==> src/rtl/mem_arbiter.sv <==
// mem_arbiter: round-robin arbiter sharing one single-port memory between a core (m0)
// and a debug/loader port (m1); read data returns one cycle after the grant.
module mem_arbiter (
  input  logic        clk,
  input  logic        rst,
  input  logic        m0_req,
  input  logic [31:0] m0_addr,
  input  logic [31:0] m0_wdata,
  input  logic        m0_we,
  input  logic [3:0]  m0_be,
  output logic        m0_gnt,
  output logic        m0_rvalid,
  output logic [31:0] m0_rdata,
  input  logic        m1_req,
  input  logic [31:0] m1_addr,
  input  logic [31:0] m1_wdata,
  input  logic        m1_we,
  input  logic [3:0]  m1_be,
  output logic        m1_gnt,
  output logic        m1_rvalid,
  output logic [31:0] m1_rdata,
  output logic [31:0] mem_addr,
  output logic [31:0] mem_wdata,
  output logic        mem_we,
  output logic [3:0]  mem_be,
  input  logic [31:0] mem_rdata
);
  logic lsp, pend, owner;
  // On a tie the requester that was not served last wins
  always_comb begin
    m0_gnt    = ~rst & m0_req & (~m1_req | lsp);
    m1_gnt    = ~rst & m1_req & (~m0_req | ~lsp);
    mem_addr  = m0_gnt ? m0_addr  : m1_gnt ? m1_addr  : '0;
    mem_wdata = m0_gnt ? m0_wdata : m1_gnt ? m1_wdata : '0;
    mem_we    = m0_gnt ? m0_we    : m1_gnt ? m1_we    : 1'b0;
    mem_be    = m0_gnt ? m0_be    : m1_gnt ? m1_be    : 4'b0000;
  end
  always_ff @(posedge clk or posedge rst)
    if (rst) begin
      lsp   <= 1'b1;
      pend  <= 1'b0;
      owner <= 1'b0;
    end else begin
      if (m0_gnt | m1_gnt) lsp <= m1_gnt;
      pend  <= (m0_gnt | m1_gnt) & ~mem_we;
      owner <= m1_gnt;
    end
  assign m0_rvalid = pend & ~owner;
  assign m1_rvalid = pend & owner;
  assign m0_rdata  = mem_rdata;
  assign m1_rdata  = mem_rdata;
endmodule

==> config.mk <==
export PLATFORM = sky130hd
export DESIGN_NAME = mem_arbiter
export DESIGN_NICKNAME = d
export VERILOG_FILES = /design/src/rtl/mem_arbiter.sv
export SDC_FILE = /design/constraint.sdc
export NUM_CORES = 1
export LEC_CHECK = 0
export ABC_CLOCK_PERIOD_IN_PS = 1600
export CAP_MARGIN = 20
export CELL_PAD_IN_SITES_DETAIL_PLACEMENT = 0
export CELL_PAD_IN_SITES_GLOBAL_PLACEMENT = 2
export CORE_ASPECT_RATIO = 0.8
export CORE_MARGIN = 1
export CORE_UTILIZATION = 10
export DETAILED_ROUTE_END_ITERATION = 16
export PLACE_DENSITY = 0.95
export RECOVER_POWER = 25
export SYNTH_ARGS = -nofsm -noshare
export SYNTH_HDL_FRONTEND = slang
export SYNTH_SLANG_ARGS = --single-unit
==> constraint.sdc <==
create_clock -name clk -period 1.6 [get_ports clk]
set_clock_uncertainty 0.2 [all_clocks]
set_input_delay 0.24 -clock clk [delete_from_list [all_inputs] [get_ports clk]]
set_output_delay 0.24 -clock clk [all_outputs]
set_load 0.02 [all_outputs]
==> out/metrics.cfg <==
[logic_synthesis]
synth_area_um2 = 1690
ys_top_cells_by_count = nor2_1, a32oi_1, buf_4, clkbuf_1, buf_2
synth_flops = 3
flop_cell = dfrtp_1

[worst_hold_path]
hold_start = rst
holdPathStages = 3

[critical_path]
required_ns = 1.16
crit_fanout = 4
crit_start = lsp$_DFFE_PP1P_
slowest_delay_ns = 0.52
crit_path_end_kind = output pin
crit_type = reg2out

[die]
row_count = 42
coreArea_um2 = 16600
die_area_um2 = 17400

[finish]
sh_seq_area_pct = 1.41
final_util_pct = 32.6
logic_area_um2 = 1690
seqCellArea_um2 = 76.3
clock_area_share_pct = 1.46
design_area_um2 = 5390
nMultiInputCombCells = 150
area_growth_pct = 219

[clock_tree]
clkTransAtPathRegs_ns = 0.03
clock-root-buffer = clkbuf_16
hold_buffers = 1
tritoncts = built

[timing]
finalSetupViolCount = 72
timing.hold.ws_ns = 0.248
rsz0062_at_grt = yes
maxSlewViolCount = 0
fin_ws_ns = -0.694
finalSetupTns_ns = -37.72

[route]
route.detailed.drc = 0

[grt]
grt_max_degree = 41

[power]
ir_worst_vdd_mv = 0.205

[outcome]
status = complete, but fails checks
violations = setup timing

==> worst max-delay path, delay by kind of cell (launching register included) <==
family                 cells  cell delay, ns
DFF                        1            0.52
AOI/OAI and AO/OA          2            0.21
and+or+nand+nor            1            0.05
buffers and inverters      7            0.82
==> stage by stage <==
step / cells / setup slack, ns
after floorplan: 249 / -0.101
after global placement: 604 / -0.879
after detailed placement: 604 / -0.948
after CTS: 644 / -0.826
after global routing: 663 / -0.741
final: 663 / -0.694
==> power breakdown <==
| part | internal [mW] | switching, mW |
|---|---|---|
| Combinational | 1.28 | 0.956 |
| Clock | 0.329 | 0.0716 |
| Sequential | 0.0887 | 0.00511 |
==> worst max-delay path by stage <==
stage / to
final: mem_addr[15]
after floorplan: mem_addr[0]
after global placement: mem_wdata[6]
after global routing: mem_addr[15]
after CTS: mem_addr[15]
after detailed placement: mem_wdata[6]
==> logic make-up (layout without fill, tap and decap cells) <==
kind of cell           count (synthesis)  count (layout)  share of synthesized area [%]
flip-flops                             3               3                           4.51
AND/OR/NAND/NOR                       77              77                           17.8
AND-OR/OR-AND                         73              73                           38.2
buffers and inverters                 96             290                           39.4
==> cell usage in the layout (no fill, tap or decap), drive strengths merged <==
cell type	count
dlygate4sd3	1
a21oi	1
dfstp	1
dfrtp	2
buf	138
a32oi	69
nor2b	1
nand2	2
clkbuf	9
and2	2
dlygate4sd2	3
nor2	71
nand2b	1
o31ai	1
clkdlybuf4s50	138
inv	1
a31oi	1
a21boi	1
==> state kept, by name, indices dropped and copies added (netlist names) <==
name and flops:
lsp 1, owner 1, pend 1
==> per-layer routing <==
metal / routed length (um) / track usage [%]
met1: 4720 / 13.2
met2: 6070 / 22.2
met3: 876 / 2.51
met4: 196 / 2.96
met5: 0 / 0
Signal wires on met1:
Drawn at 2 px/um. Cells faint in the background.
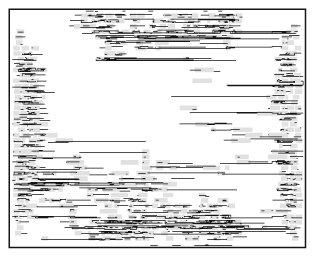
nets with wire on the layer	467
main direction	horizontal
share of all routed wire	40%
longest straight run	70.4 um
drt total wl: 11.9 mm
GR Util met1: 13.2%
vias: 2714

Metal 2:
Drawn at 3 px/um.
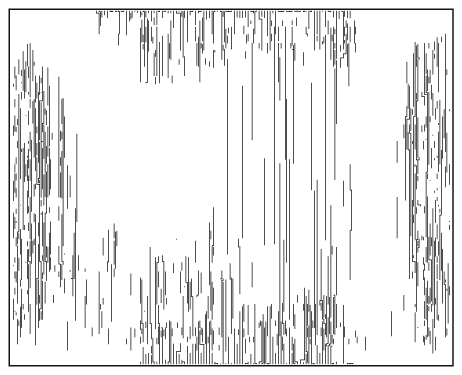
nets with wire on the layer	542
wire length on this layer	6070 um
main direction	vertical
longest straight run	72.4 um
M2 GR Usage: 22.2%

The metal 3 layer:
Drawn at 2 px/um. Cells faint in the background.
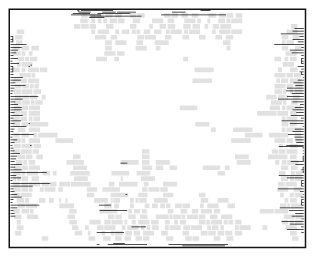
main direction	horizontal
nets with wire on the layer	143
wire length on this layer	877 um
longest straight run	32.2 um

No activity file was given, so power comes from the tool's default toggle rates.
